[src/rtl/uart_transmitter_if.sv]
// Transmit-side handshake bundle: byte, request, ready and end-of-frame pulse.
// No latency of its own (wires only); backpressure is carried by tx_ready.
interface uart_transmitter_if #(
    parameter int DBITS = 8
);
    logic [DBITS-1:0] tx_data;
    logic             tx_valid;
    logic             tx_ready;
    logic             tx_done;

    modport master (
        output tx_data,
        output tx_valid,
        input  tx_ready,
        input  tx_done
    );

    modport slave (
        input  tx_data,
        input  tx_valid,
        output tx_ready,
        output tx_done
    );
endinterface

[src/rtl/uart_transmitter.sv]
// Serial UART transmitter: start, DBITS data LSB first, optional parity, STOP_B/16 stop bits.
// txd goes low one sysclk after acceptance; frame is 16*(1+DBITS+parity)+STOP_B baud ticks.
// Holds tx_ready low for the whole frame; requests arriving then are dropped, not queued.
module uart_transmitter #(
    parameter int DBITS  = 8,
    parameter int STOP_B = 16
) (
    input  logic              sysclk,
    input  logic              rst,
    input  logic              baudx16_ena,
    input  logic              parity_en,
    input  logic              odd_even,
    output logic              txd,
    uart_transmitter_if.slave bus
);
    localparam int TW = $clog2(STOP_B);
    localparam int BW = (DBITS > 1) ? $clog2(DBITS) : 1;
    localparam logic [TW-1:0] TICK_BIT  = TW'(15);
    localparam logic [TW-1:0] TICK_STOP = TW'(STOP_B - 1);
    localparam logic [BW-1:0] BIT_LAST  = BW'(DBITS - 1);

    typedef enum logic [4:0] {
        sIDLE   = 5'b00001,
        sSTART  = 5'b00010,
        sSHIFT  = 5'b00100,
        sPARITY = 5'b01000,
        sSTOP   = 5'b10000
    } state_t;

    state_t           state_q, state_d;
    logic [DBITS-1:0] shreg_q, shreg_d, shifted;
    logic             par_q, par_d;
    logic             par_en_q, par_en_d;
    logic [TW-1:0]    tick_q, tick_d;
    logic [BW-1:0]    bit_q, bit_d;
    logic             txd_q, txd_d;
    logic             ready_q, ready_d;
    logic             done_q, done_d;

    assign shifted      = shreg_q >> 1;
    assign txd          = txd_q;
    assign bus.tx_ready = ready_q;
    assign bus.tx_done  = done_q;

    always_ff @(posedge sysclk) begin
        if (rst) begin
            state_q  <= sIDLE;
            shreg_q  <= '0;
            par_q    <= 1'b0;
            par_en_q <= 1'b0;
            tick_q   <= '0;
            bit_q    <= '0;
            txd_q    <= 1'b1;
            ready_q  <= 1'b1;
            done_q   <= 1'b0;
        end else begin
            state_q  <= state_d;
            shreg_q  <= shreg_d;
            par_q    <= par_d;
            par_en_q <= par_en_d;
            tick_q   <= tick_d;
            bit_q    <= bit_d;
            txd_q    <= txd_d;
            ready_q  <= ready_d;
            done_q   <= done_d;
        end
    end

    // Outputs are computed one cycle ahead so that every pin comes straight off a flop.
    always_comb begin
        state_d  = state_q;
        shreg_d  = shreg_q;
        par_d    = par_q;
        par_en_d = par_en_q;
        tick_d   = tick_q;
        bit_d    = bit_q;
        txd_d    = txd_q;
        ready_d  = ready_q;
        done_d   = 1'b0;

        case (state_q)
            sIDLE: begin
                txd_d   = 1'b1;
                ready_d = 1'b1;
                if (bus.tx_valid) begin
                    shreg_d  = bus.tx_data;
                    par_d    = odd_even ^ (^bus.tx_data);
                    par_en_d = parity_en;
                    tick_d   = '0;
                    bit_d    = '0;
                    state_d  = sSTART;
                    txd_d    = 1'b0;
                    ready_d  = 1'b0;
                end
            end
            sSTART: begin
                if (baudx16_ena) begin
                    if (tick_q == TICK_BIT) begin
                        tick_d  = '0;
                        state_d = sSHIFT;
                        txd_d   = shreg_q[0];
                    end else begin
                        tick_d = tick_q + 1'b1;
                    end
                end
            end
            sSHIFT: begin
                if (baudx16_ena) begin
                    if (tick_q == TICK_BIT) begin
                        tick_d  = '0;
                        shreg_d = shifted;
                        if (bit_q == BIT_LAST) begin
                            bit_d = '0;
                            if (par_en_q) begin
                                state_d = sPARITY;
                                txd_d   = par_q;
                            end else begin
                                state_d = sSTOP;
                                txd_d   = 1'b1;
                            end
                        end else begin
                            bit_d = bit_q + 1'b1;
                            txd_d = shifted[0];
                        end
                    end else begin
                        tick_d = tick_q + 1'b1;
                    end
                end
            end
            sPARITY: begin
                if (baudx16_ena) begin
                    if (tick_q == TICK_BIT) begin
                        tick_d  = '0;
                        state_d = sSTOP;
                        txd_d   = 1'b1;
                    end else begin
                        tick_d = tick_q + 1'b1;
                    end
                end
            end
            sSTOP: begin
                txd_d = 1'b1;
                if (baudx16_ena) begin
                    if (tick_q == TICK_STOP) begin
                        tick_d  = '0;
                        state_d = sIDLE;
                        done_d  = 1'b1;
                        ready_d = 1'b1;
                    end else begin
                        tick_d = tick_q + 1'b1;
                    end
                end
            end
            default: begin
                state_d = sIDLE;
                tick_d  = '0;
                bit_d   = '0;
                txd_d   = 1'b1;
                ready_d = 1'b1;
            end
        endcase
    end
endmodule

[src/flat_wrapper.sv]
// flat-port wrapper written by rule: the top's interface ports become plain ports
module uart_transmitter_flat 
#(
    parameter int DBITS  = 8,
    parameter int STOP_B = 16
)
  (sysclk, rst, baudx16_ena, parity_en, odd_even, txd, bus_tx_data, bus_tx_valid, bus_tx_ready, bus_tx_done);
  uart_transmitter_if #(.DBITS(DBITS)) bus_i ();
  input  logic sysclk;
  input  logic rst;
  input  logic baudx16_ena;
  input  logic parity_en;
  input  logic odd_even;
  output logic txd;
  input wire logic [$bits(bus_i.tx_data)-1:0] bus_tx_data;
  input wire logic [$bits(bus_i.tx_valid)-1:0] bus_tx_valid;
  output wire logic [$bits(bus_i.tx_ready)-1:0] bus_tx_ready;
  output wire logic [$bits(bus_i.tx_done)-1:0] bus_tx_done;
  assign bus_i.tx_data = bus_tx_data;
  assign bus_i.tx_valid = bus_tx_valid;
  assign bus_tx_ready = bus_i.tx_ready;
  assign bus_tx_done = bus_i.tx_done;
  uart_transmitter #(.DBITS(DBITS), .STOP_B(STOP_B)) u_core (.sysclk(sysclk), .rst(rst), .baudx16_ena(baudx16_ena), .parity_en(parity_en), .odd_even(odd_even), .txd(txd), .bus(bus_i));
endmodule
[config.mk]
export PLATFORM = sky130hd
export DESIGN_NAME = uart_transmitter_flat
export DESIGN_NICKNAME = d
export VERILOG_FILES = /design/src/rtl/uart_transmitter_if.sv /design/src/rtl/uart_transmitter.sv /design/src/flat_wrapper.sv
export SDC_FILE = /design/constraint.sdc
export NUM_CORES = 1
export LEC_CHECK = 0
export ABC_CLOCK_PERIOD_IN_PS = 2500
export CAP_MARGIN = 20
export CORE_MARGIN = 2
export CORE_UTILIZATION = 50
export CTS_BUF_LIST = sky130_fd_sc_hd__clkbuf_16
export CTS_CLUSTER_DIAMETER = 60
export DETAILED_ROUTE_END_ITERATION = 7
export MAX_ROUTING_LAYER = met4
export PLACE_DENSITY = 0.84
export SETUP_SLACK_MARGIN = 0.2
export SLEW_MARGIN = 20
export SYNTH_ARGS = -nofsm -noshare
export SYNTH_HDL_FRONTEND = slang
export SYNTH_SLANG_ARGS = --single-unit
[constraint.sdc]
create_clock -name sysclk -period 2.5 [get_ports sysclk]
set_clock_uncertainty 0.2 [all_clocks]
set_input_delay 0.5 -clock sysclk [delete_from_list [all_inputs] [get_ports sysclk]]
set_output_delay 0.5 -clock sysclk [all_outputs]
set_load 0.05 [all_outputs]
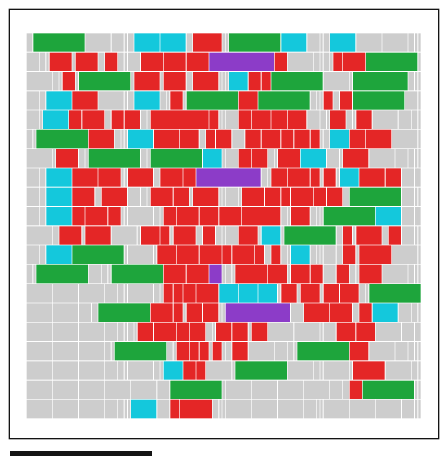
placement_by_type.png
The bar under the picture is 20 microns long. Fill, decap, tap and diode cells in gray.
purple -> clock drivers and dummy loads  # cells 4, share of their area 4.3%
cyan -> remaining buffers and delay cells  # cells 26, share of their area 13%
green -> sequential cells  # cells 25, share of their area 27%
red -> combinational and other logic  # cells 144, share of their area 56%

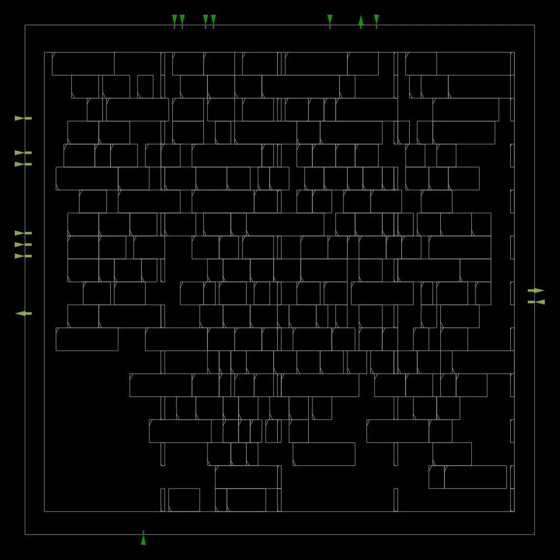
placement.png
seq_cells: 25
Layout Cells excl Fill: 243
sequential cell area share: 26.4%

==> out/metrics.yaml <==
powerSeq_uw: 450
via_count: 1473
grt_remaining_overflow: 0
buffer_area_share_pct: 12.4
nWellTaps: 44
aoi_share_pct: 25.2
sw_frac_of_total_pct: 27.3
r2r_cells: 4
post-place-ws_ns: 0.0816
rr_endpoint: "u_core.par_q$_SDFFE_PP0P_"
die_x_microns: 60.4
largestClassByArea: "multi-input combinational cells"
top_layer: "met4"
ir_drop_mv: 0.228
maxPowerGroup: "sequential cells"
edf_count: 0
drt_wl_total_microns: 3820
diodes: 0
cp.required_ns: 2.50
area_delta_synth_final_pct: 19.5
ys_sh_adder_pct: 2.36
maxSlewHeadroom_pct: 61.7
ys_seq_share_pct: 31.5
avgSynthCellArea_sq_um: 8.68
lay_top_count: "dfxtp_1"
remaining_drc_errors: 0
fin_hold_ws_ns: 0.283
row_count: 20
yosys_warnings: 0
initCoreUtil_pct: 52.4
cts_tree: "yes"
p_total_mw: 1.02
status: "finished, final reports clean"
wire_per_inst_microns: 15.7
layout_top_cells: "dfxtp_1 (24), a21oi_1 (16), clkdlybuf4s50_1 (16)"
met2_usage_pct: 38.8
fillers: 270
cts_root_buf: "clkbuf_16"
ys.flop_type: "dfxtp_1"
top_cell: "dfxtp_1"
nets: 217
drv_slew: 0
synth_chip_area_sq_um: 1590
cts-hold-fix-buffers: 0
critical-path-max-stage-delay_ns: 0.49
xor_area_share_pct: 5.28
arrival_ns: 2.18
place_congestion: 0.916
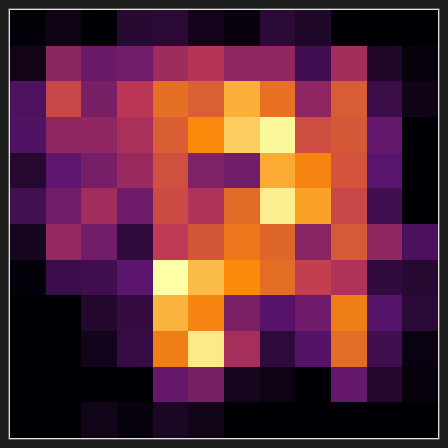
metal_density.png
The die is cut into 12 by 12 equal tiles; black is low, pale yellow is high, scaled to the fullest tile. Values are wire area over tile area, all layers added.
densest ninth of the die = middle
tiles over half the peak = 26%
mean over tiles = 0.16

